`src/rtl/fetch_pkg.sv`:
```
// fetch_pkg: shared definitions for the instruction fetch unit.
//   fetch_state_e : fetch FSM encoding
//   INST_BYTES    : instruction size in bytes, used as the pc step
//   word_align()  : clears byte-offset bits [1:0] of an address
package fetch_pkg;

    typedef enum logic [1:0] {
        ST_ISSUE    = 2'd0,
        ST_LOOKUP   = 2'd1,
        ST_MISS_REQ = 2'd2,
        ST_FILL     = 2'd3
    } fetch_state_e;

    localparam logic [31:0] INST_BYTES = 32'd4;

    function automatic logic [31:0] word_align(input logic [31:0] a);
        return {a[31:2], 2'b00};
    endfunction

endpackage

```
`src/rtl/fetch_obuf.sv`:
```
// fetch_obuf: single-entry output register between fetch and decode.
//   clk, reset     : clock, async active-low reset
//   i_load         : capture i_inst/i_pc (caller only loads when o_can_load)
//   i_flush        : drop the held entry (takes priority over i_load)
//   i_ready        : decode accepts the held entry this cycle
//   o_valid/o_inst/o_pc : held entry, stable while o_valid && !i_ready
//   o_can_load     : entry is empty or leaving this cycle
module fetch_obuf (
    input  logic        clk,
    input  logic        reset,
    input  logic        i_load,
    input  logic        i_flush,
    input  logic        i_ready,
    input  logic [31:0] i_inst,
    input  logic [31:0] i_pc,
    output logic        o_valid,
    output logic [31:0] o_inst,
    output logic [31:0] o_pc,
    output logic        o_can_load
);

    logic        r_valid;
    logic [31:0] r_inst;
    logic [31:0] r_pc;

    assign o_valid    = r_valid;
    assign o_inst     = r_inst;
    assign o_pc       = r_pc;
    assign o_can_load = !r_valid || i_ready;

    always_ff @(posedge clk or negedge reset) begin
        if (!reset) begin
            r_valid <= 1'b0;
            r_inst  <= '0;
            r_pc    <= '0;
        end else if (i_flush) begin
            // a transfer in this same cycle still completes; only the
            // state of the entry afterwards is forced empty
            r_valid <= 1'b0;
        end else if (i_load) begin
            r_valid <= 1'b1;
            r_inst  <= i_inst;
            r_pc    <= i_pc;
        end else if (r_valid && i_ready) begin
            r_valid <= 1'b0;
        end
    end

endmodule

```
`src/rtl/instr_fetch.sv`:
```
// instr_fetch: sequential instruction fetch with iCache lookup and
// single-outstanding miss refill.
//   clk, reset          : clock, async active-low reset
//   ic_addr             : iCache lookup address (current pc)
//   ic_hit, ic_data     : registered iCache response for last ic_addr
//   fill_en/addr/data   : one-cycle iCache refill write
//   mem_req/addr        : memory read request, held until mem_ack
//   mem_ack, mem_rdata  : memory response pulse + data
//   redirect_valid/pc   : branch/jump redirect
//   inst_valid/ready    : decode handshake
//   inst, inst_pc       : instruction word and its address
module instr_fetch #(
    parameter logic [31:0] RESET_PC = 32'h0000_0000
) (
    input  logic        clk,
    input  logic        reset,
    output logic [31:0] ic_addr,
    input  logic        ic_hit,
    input  logic [31:0] ic_data,
    output logic        fill_en,
    output logic [31:0] fill_addr,
    output logic [31:0] fill_data,
    output logic        mem_req,
    output logic [31:0] mem_addr,
    input  logic        mem_ack,
    input  logic [31:0] mem_rdata,
    input  logic        redirect_valid,
    input  logic [31:0] redirect_pc,
    output logic        inst_valid,
    input  logic        inst_ready,
    output logic [31:0] inst,
    output logic [31:0] inst_pc
);
    import fetch_pkg::*;

    localparam logic [31:0] LP_RESET_PC = word_align(RESET_PC);

    fetch_state_e r_state;
    logic [31:0]  r_pc;
    logic [31:0]  r_miss_addr;
    logic [31:0]  r_fill_data;
    logic         w_can_load;
    logic         w_load;

    // Redirect wins over a same-cycle hit: the hit word is dropped.
    assign w_load = (r_state == ST_LOOKUP) && ic_hit && w_can_load && !redirect_valid;

    // Request/fill outputs decode straight from state so an async reset
    // drops mem_req immediately without waiting for a clock edge.
    assign ic_addr   = r_pc;
    assign mem_req   = (r_state == ST_MISS_REQ);
    assign mem_addr  = r_miss_addr;
    assign fill_en   = (r_state == ST_FILL);
    assign fill_addr = r_miss_addr;
    assign fill_data = r_fill_data;

    fetch_obuf u_obuf (
        .clk        (clk),
        .reset      (reset),
        .i_load     (w_load),
        .i_flush    (redirect_valid),
        .i_ready    (inst_ready),
        .i_inst     (ic_data),
        .i_pc       (r_pc),
        .o_valid    (inst_valid),
        .o_inst     (inst),
        .o_pc       (inst_pc),
        .o_can_load (w_can_load)
    );

    always_ff @(posedge clk or negedge reset) begin
        if (!reset) begin
            r_state     <= ST_ISSUE;
            r_pc        <= LP_RESET_PC;
            r_miss_addr <= '0;
            r_fill_data <= '0;
        end else begin
            case (r_state)
                ST_ISSUE: r_state <= redirect_valid ? ST_ISSUE : ST_LOOKUP;
                ST_LOOKUP: begin
                    if (redirect_valid) begin
                        r_state <= ST_ISSUE;
                    end else if (!ic_hit) begin
                        r_miss_addr <= r_pc;
                        r_state     <= ST_MISS_REQ;
                    end else if (w_can_load) begin
                        r_pc    <= r_pc + INST_BYTES;   // wraps mod 2^32
                        r_state <= ST_ISSUE;
                    end
                end
                // A redirect here only retargets pc; the outstanding
                // request and its fill run to completion.
                ST_MISS_REQ: begin
                    if (mem_ack) begin
                        r_fill_data <= mem_rdata;
                        r_state     <= ST_FILL;
                    end
                end
                ST_FILL: r_state <= ST_ISSUE;
                default: r_state <= ST_ISSUE;
            endcase
            if (redirect_valid) r_pc <= word_align(redirect_pc);
        end
    end

endmodule

```
`config.mk`:
```
export PLATFORM = sky130hd
export DESIGN_NAME = instr_fetch
export DESIGN_NICKNAME = d
export VERILOG_FILES = /design/src/rtl/fetch_pkg.sv /design/src/rtl/fetch_obuf.sv /design/src/rtl/instr_fetch.sv
export SDC_FILE = /design/constraint.sdc
export NUM_CORES = 1
export LEC_CHECK = 0
export CORE_AREA = 8 8 139 141
export DETAILED_ROUTE_END_ITERATION = 12
export DIE_AREA = 0 0 147 149
export GPL_ROUTABILITY_DRIVEN = 0
export GPL_TIMING_DRIVEN = 0
export PLACE_DENSITY = 0.83
export SYNTH_ARGS = -nofsm -noshare
export SYNTH_HDL_FRONTEND = slang
export SYNTH_HIERARCHICAL = 1
export SYNTH_SLANG_ARGS = --single-unit
```
`constraint.sdc`:
```
create_clock -name clk -period 2.2 [get_ports clk]
set_input_delay 0.66 -clock clk [delete_from_list [all_inputs] [get_ports clk]]
set_output_delay 0.66 -clock clk [all_outputs]
set_load 0.005 [all_outputs]
```
**Run 1: cells by drive strength**

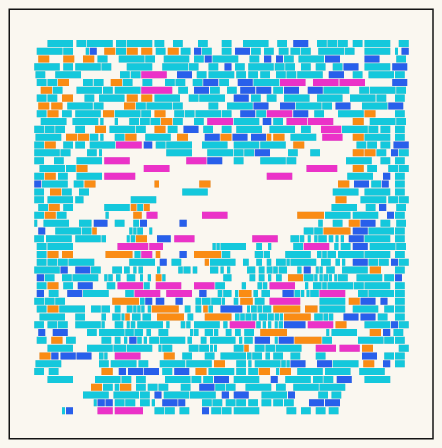
| size | colour | cells | most used |
|---|---|---|---|
| _3 and _4 cells | blue | 112 | mux2_4 |
| _6 and larger | magenta | 41 | clkbuf_16 |
| _2 cells | orange | 95 | mux2_2 |
| _0 and _1 cells | cyan | 619 | clkdlybuf4s50_1 |
area grow syn2layout: 56.9%
Final Cell Area: 11300 µm²
final worst slack: 63.0 ps

**Run 1: cell density map**

15 x 15 tiles, from white (low) to dark blue (high), 0 to 100% covered.
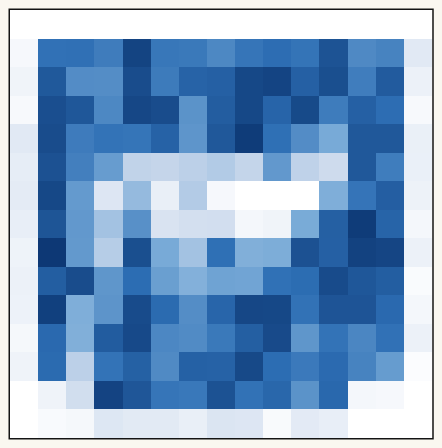
tiles over 75% full: 33%
mean over tiles: 51%
emptiest ninth of the die: centre
fullest tile: 97%
nearly empty tiles: 11%

==> run_results.csv, run 1 <==
group,metric,value,unit
cts,numCtsBuffers,17,
floorplanning,die_area,21900,µm²
layout,insertedDiodeCount,0,
layout,flops,159,
detailed_routing,wl_met3,1.77,mm
critical_path,max_stage_delay,570,ps
floorplanning,coreArea,17100,µm²
power,clkPwrFrac,22.5,%
layout,clock_buffers,20,
place,dp_slack,-844,ps
power,top_power_group,"combinational cells",
detailed_routing,dr.max_layer_used,"met5",
sta,finalCriticalPeriod,2140,ps
critical_path,endpoint,"ic_addr[22]",
logic_synthesis,syn_area,7230,µm²
layout,seqCellArea,3990,µm²
sta,slew_viol_final,0,
sta,max_clock_freq,0.468,GHz
critical_path,critPathRequiredTime,1540,ps
worst_hold_path,hp-class,"input pin to async pin",
logic_synthesis,top_area_share,55.1,%
critical_path,cp.buffers_inverters,1,
layout,top_area_cell_class,"registers",
power,seq_cell_power,5.01,mW
cts,cts_tree,"built",
detailed_routing,drtPass1Iterations,4,
layout,finish.utilization,66.5,%
global_routing,grt_max_degree,82,
cts,root_buffer,"clkbuf_16",
critical_path,r2r_setup_slack,230,ps
place,post_dp_cell_area,10500,µm²
layout,nets,959,
layout,finalNonFillerCells,1092,
detailed_routing,vias_per_cell,4.95,
cts,clk-insertion-delay-late,420,ps
layout,final_cell_mix,"clkdlybuf4s50_1, dfrtp_1, mux2_2",
power,p_comb_share,42.0,%
layout,clk_share,5.52,%
detailed_routing,met2_length,11.0,mm
sta,hold_violations,0,
critical_path,crit_fanout,6,
logic_synthesis,ys_seq_share,55.1,%
cts,clockBufferDepth,2,
floorplanning,rows,48,
floorplanning,num_tap_cells,225,
power,switching_share,26.4,%
critical_path,crit_type,"flop to output pin",
critical_path,r2r_start,"ic_addr[3]$_DFFE_PN0P_",
critical_path,cp-start-kind,"flop",
sta,setup_violations,0,
floorplanning,die-width,147,µm
logic_synthesis,yosysTopAreaCell,"dfrtp_1",
cts,htree_num_levels,4,
layout,final-nonclk-buf-share,32.1,%
critical_path,crit_path_top_delay_cell,"clkdlybuf4s50_1",
sta,max-slew-margin-rel,59.2,%
critical_path,r2r_end,"ic_addr[24]$_DFFE_PN0P_",
detailed_routing,antenna_left,0,
logic_synthesis,ys_cells,529,
run_status,status,"finished clean",
layout,drive_above_1_share,28.6,%
run,warning_count,29,
critical_path,cp.depth,1,
power,power,14.1,mW
detailed_routing,drc,0,
layout,logic_gates,307,
cts,clkTransAtPathRegs,60,ps
logic_synthesis,async_reset_ff_share,100,%
logic_synthesis,synth_flops,159,
logic_synthesis,flop_cell,"dfrtp_1",
sta,tightest_slew,613,ps
critical_path,critPathLaunch,"ic_addr[22]$_DFFE_PN0P_",
global_routing,grt_pass1_wl,33.7,mm
critical_path,cp_top_family,"buffers and inverters",
layout,comb_share,24.4,%
**Run 1: zoomed window**

Window x 100 to 120, y 102 to 122 µm. Cells in grey, sequential cells in the stronger grey; small squares are vias.
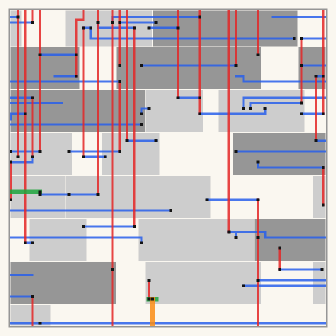
| layer | colour |
|---|---|
| metal 4 | orange |
| metal 1 | blue |
| metal 2 | red |
| metal 3 | green |
cells with their middle in the window: 15
netlist names of flops here include: u_obuf/o_inst (4), fill_addr (1)
sequential cells in the window: 5
most frequent: dfrtp_1 (5), clkdlybuf4s50_1 (3), mux2_4 (3)

==> run 1: repair_timing <==
item | 4_1_cts | 5_1_grt
setup endpoints to repair | 109 | 75
setup buffers | 3 | 3
resized | 13 | 17
pin swaps | 1 | 1
cloned | 0 | 6
==> run 1: flip-flops by register name, summed over array words and instances (netlist names) <==
| name | flops |
|---|---|
| u_obuf/o_pc | 32 |
| ic_addr | 30 |
| fill_data | 32 |
| fill_addr | 30 |
| u_obuf/o_valid | 1 |
| u_obuf/o_inst | 32 |
| r_state | 2 |
==> run 1: logic make-up (layout without fill, tap and decap cells) <==
logic type / after synthesis / in the layout / share of synthesized area, %
flops: 159 / 159 / 55.1
mux: 127 / 127 / 22.9
simple gates: 106 / 106 / 8.57
buf+inv: 70 / 401 / 7.25
compound gates: 49 / 49 / 4.07
xor+xnor: 16 / 16 / 1.94
fa+ha+maj: 1 / 1 / 0.173
other cells: 1 / 8 / 0.0519
==> run 1: cells in the mapped netlist, drive strengths merged, types with 2 or more instances <==
| cell | count |
|---|---|
| xnor2 | 9 |
| nand2 | 37 |
| and2 | 3 |
| nor2b | 5 |
| and3 | 7 |
| nand4 | 12 |
| a31oi | 4 |
| buf | 54 |
| inv | 7 |
| a21oi | 6 |
| o311ai | 6 |
| nor3 | 6 |
| a32oi | 2 |
| nor4 | 5 |
| o21ai | 28 |
| xor2 | 7 |
| mux2 | 126 |
| nand3 | 11 |
| nor2 | 8 |
| dfrtp | 159 |
| clkbuf | 9 |
| and4 | 6 |
==> run 1: worst reg2reg max path: stages (launching register included) <==
cell and delay [ps]:
dfrtp_1 470, ha_1 230, and4_1 190, buf_2 200
nand4_4 170, nor4b_2 350, xnor2_1 150, o21ai_1 70
**Run 1: I/O pins on the die edge**

The bar under the picture is 50 µm long. Pins as bars across the die edge, other pins in grey.
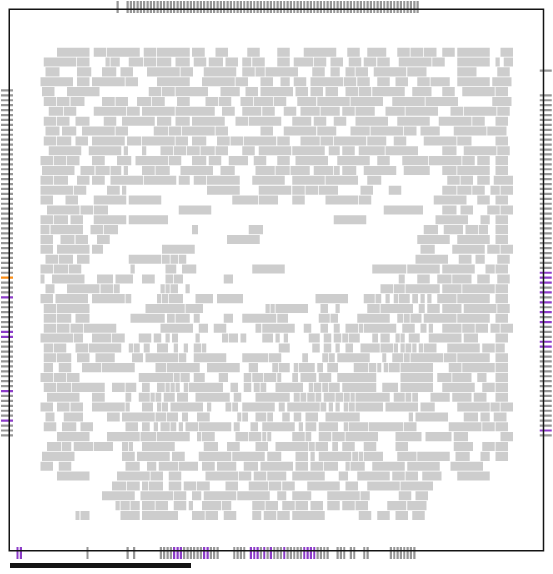

==> run 2: changes to the inputs <==
--- a/config.mk
+++ b/config.mk
@@ -5,13 +5,13 @@
 export SDC_FILE = /design/constraint.sdc
 export NUM_CORES = 1
 export LEC_CHECK = 0
-export CORE_AREA = 8 8 139 141
+export ABC_CLOCK_PERIOD_IN_PS = 2200
+export CORE_AREA = 8 8 138 140
 export DETAILED_ROUTE_END_ITERATION = 12
-export DIE_AREA = 0 0 147 149
+export DIE_AREA = 0 0 146 148
 export GPL_ROUTABILITY_DRIVEN = 0
 export GPL_TIMING_DRIVEN = 0
-export PLACE_DENSITY = 0.83
+export PLACE_DENSITY = 0.84
 export SYNTH_ARGS = -nofsm -noshare
 export SYNTH_HDL_FRONTEND = slang
-export SYNTH_HIERARCHICAL = 1
 export SYNTH_SLANG_ARGS = --single-unit
**Run 2: I/O pins on the die edge**

The bar under the picture is 50 µm long. Pins as bars across the die edge, other pins in grey.
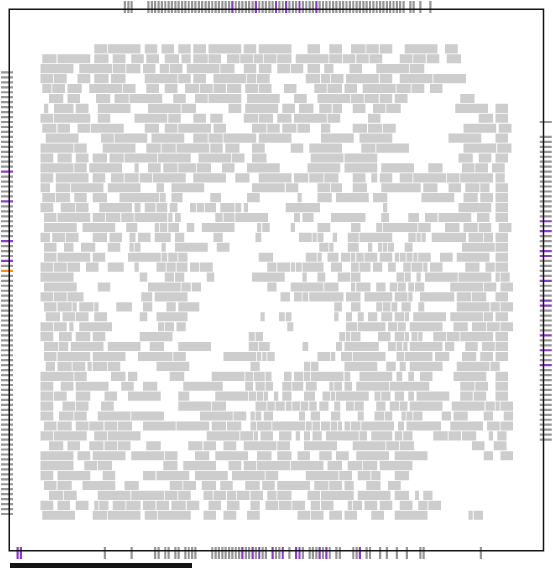
| port | colour | pins | direction | edge |
|---|---|---|---|---|
| redirect_pc | purple | 32 | input | 12 bottom, 10 right, 6 top, 4 left |
| ic_hit | orange | 1 | input | left |
all pins by edge: 90 left, 84 top, 63 right, 60 bottom
Die H: 148 µm
I/O Buffers: 286

**Run 2: zoomed window**

Window x 100 to 120, y 101 to 121 µm. Cells in grey, sequential cells in the stronger grey; small squares are vias.
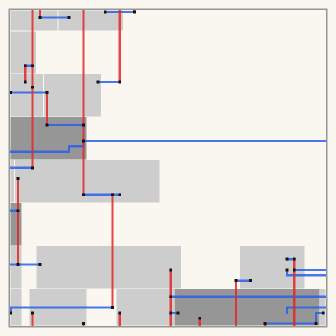

==> run 2 against run 1 <==
Against the previous run: maximum frequency shrank 0.26%; sequential share of layout area is 0.099 points lower; hold slack got worse by 19 ps; die area shrank 1.3%; clock skew up 0.55 ps; flip-flop count decreased by 2; clock-buffer cell count decreased by 2; highest routed layer is now met4; total power decreased by 1.6%; setup slack worse by 5.5 ps; routed wire length rose by 2.7%; critical endpoint unchanged; final cell count grew 3.8%.
==> run_results.csv, run 2 <==
group,metric,value,unit
logic_synthesis,async_reset_ff_share,100,%
detailed_routing,vias_per_cell,5.25,
worst_hold_path,hp-class,"input pin to async pin",
sta,clock_skew,8.06,ps
detailed_routing,drc,0,
detailed_routing,drtPass1Iterations,5,
critical_path,cp-start-kind,"flop",
layout,final_cell_mix,"clkdlybuf4s50_1, dfrtp_1, mux2_2",
floorplanning,rows,48,
logic_synthesis,synth_flops,157,
layout,nets,998,
run_status,status,"finished clean",
cts,cts_tree,"built",
critical_path,critPathLaunch,"ic_addr[22]$_DFFE_PN0P_",
logic_synthesis,xor_share,0.740,%
logic_synthesis,common_cells,"dfrtp_1, mux2_2, buf_4",
place,hpwl,16.8,mm
logic_synthesis,synth_top_cell_by_count,"dfrtp_1",
logic_synthesis,syn_area,7100,µm²
sta,hold_ws,192,ps
logic_synthesis,ys_sh_aoi,5.43,%
floorplanning,die_area,21600,µm²
logic_synthesis,ys_sh_mux,20.0,%
sta,hold_violations,0,
critical_path,endpoint,"ic_addr[22]",
power,switching_share,27.0,%
layout,finish.utilization,66.2,%
cts,post_cts.repair.setup_buffers,7,
sta,max-slew-margin-rel,56.2,%
sta,finalCriticalPeriod,2140,ps
logic_synthesis,ys_top_logic_family,"multiplexers",
run,warning_count,29,
critical_path,cp.depth,1,
critical_path,r2r_start,"ic_addr[9]$_DFFE_PN0P_",
floorplanning,die-width,146,µm
critical_path,crit_type,"flop to output pin",
critical_path,cp.buffers_inverters,1,
cts,clk-insertion-delay-late,420,ps
critical_path,cp_top_family,"buffers and inverters",
sta,slew_viol_final,0,
logic_synthesis,ys_seq_share,55.3,%
critical_path,crit_fanout,6,
cts,clockBufferDepth,2,
critical_path,r2r_setup_slack,80,ps
sta,post-route-period-util,97.4,%
logic_synthesis,flop_cell,"dfrtp_1",
power,power,13.9,mW
cts,cts.repair.resized,22,
cts,htree_num_levels,4,
sta,setup_violations,0,
detailed_routing,antenna_left,0,
critical_path,r2r_end,"ic_addr[23]$_DFFE_PN0P_",
sta,tightest_slew,656,ps
layout,drive_above_1_share,29.7,%
floorplanning,coreArea,16900,µm²
logic_synthesis,ys_cells,566,
cts,root_buffer,"clkbuf_16",
global_routing,grt_max_degree,83,
layout,lay_top_count,"clkdlybuf4s50_1",
critical_path,rr_worst_depth,6,
global_routing,grt_pass1_wl,35.6,mm
critical_path,critPathRequiredTime,1540,ps
sta,max_clock_freq,0.467,GHz
logic_synthesis,yosysTopAreaCell,"dfrtp_1",
power,p_comb_share,42.0,%
critical_path,max_stage_delay,580,ps
critical_path,crit_path_top_delay_cell,"clkdlybuf4s50_1",
logic_synthesis,simple_gate_share,11.4,%
logic_synthesis,top_area_share,55.3,%
power,clkPwrFrac,22.7,%
run 2: power groups by stage:
stage / clock network (mW) / registers, mW / logic [mW]
detailed placement: 0 / 4.97 / 5.79
global placement: 0 / 4.90 / 5.68
floorplan: 0 / 4.94 / 1.97
global route: 3.33 / 5.10 / 6.28
finish: 3.15 / 4.91 / 5.85
CTS: 3.23 / 4.93 / 5.90
run 2: per-stage QoR:
| stage | setup slack, ps | instance area, µm² | std cells |
|---|---|---|---|
| after floorplan | 137 | 7130 | 573 |
| after detailed placement | -926 | 10300 | 1085 |
| after CTS | 5.15 | 11000 | 1123 |
| after global routing | -41.3 | 11200 | 1133 |
| final | 57.5 | 11200 | 1133 |
| after global placement | -6140 | 10300 | 1084 |
run 2: worst min path at each step:
stage                              start                   endpoint  slack, ps  depth (start not counted)
4_1_cts                            reset   fill_data[4]$_DFFE_PN0P_        220                          1
3_5_place_dp    fill_data[2]$_DFFE_PN0P_   fill_data[2]$_DFFE_PN0P_        490                          1
5_1_grt                            reset   fill_data[4]$_DFFE_PN0P_        250                          1
2_1_floorplan                      reset  fill_addr[10]$_DFFE_PN0P_        360                          0
6_report                           reset   fill_data[4]$_DFFE_PN0P_        190                          1
3_3_place_gp   fill_data[15]$_DFFE_PN0P_  fill_data[15]$_DFFE_PN0P_        490                          1
run 2: area by class of cell:
cell class,count,area (µm²)
diodes,1,2.50
plain buffers,73,522
clock buffers,18,439
clock inverters,13,190
fillers,1298,5720
inverters,7,26.3
multi-input cells,334,2780
flip-flops and latches,157,3940
well taps,225,282
repair buffers,305,3040
run 2: per-layer routing:
layer	wire, µm	part of all wire [%]	up-vias	global-route usage (%)
met3	2310	10	17	8.32
li1	-	-	2666	-
met5	0	0	-	0
met1	8590	38	2989	23.6
met4	267	1.2	0	5.82
met2	11500	51	276	35.4
Power is estimated from default activity; no workload was simulated.
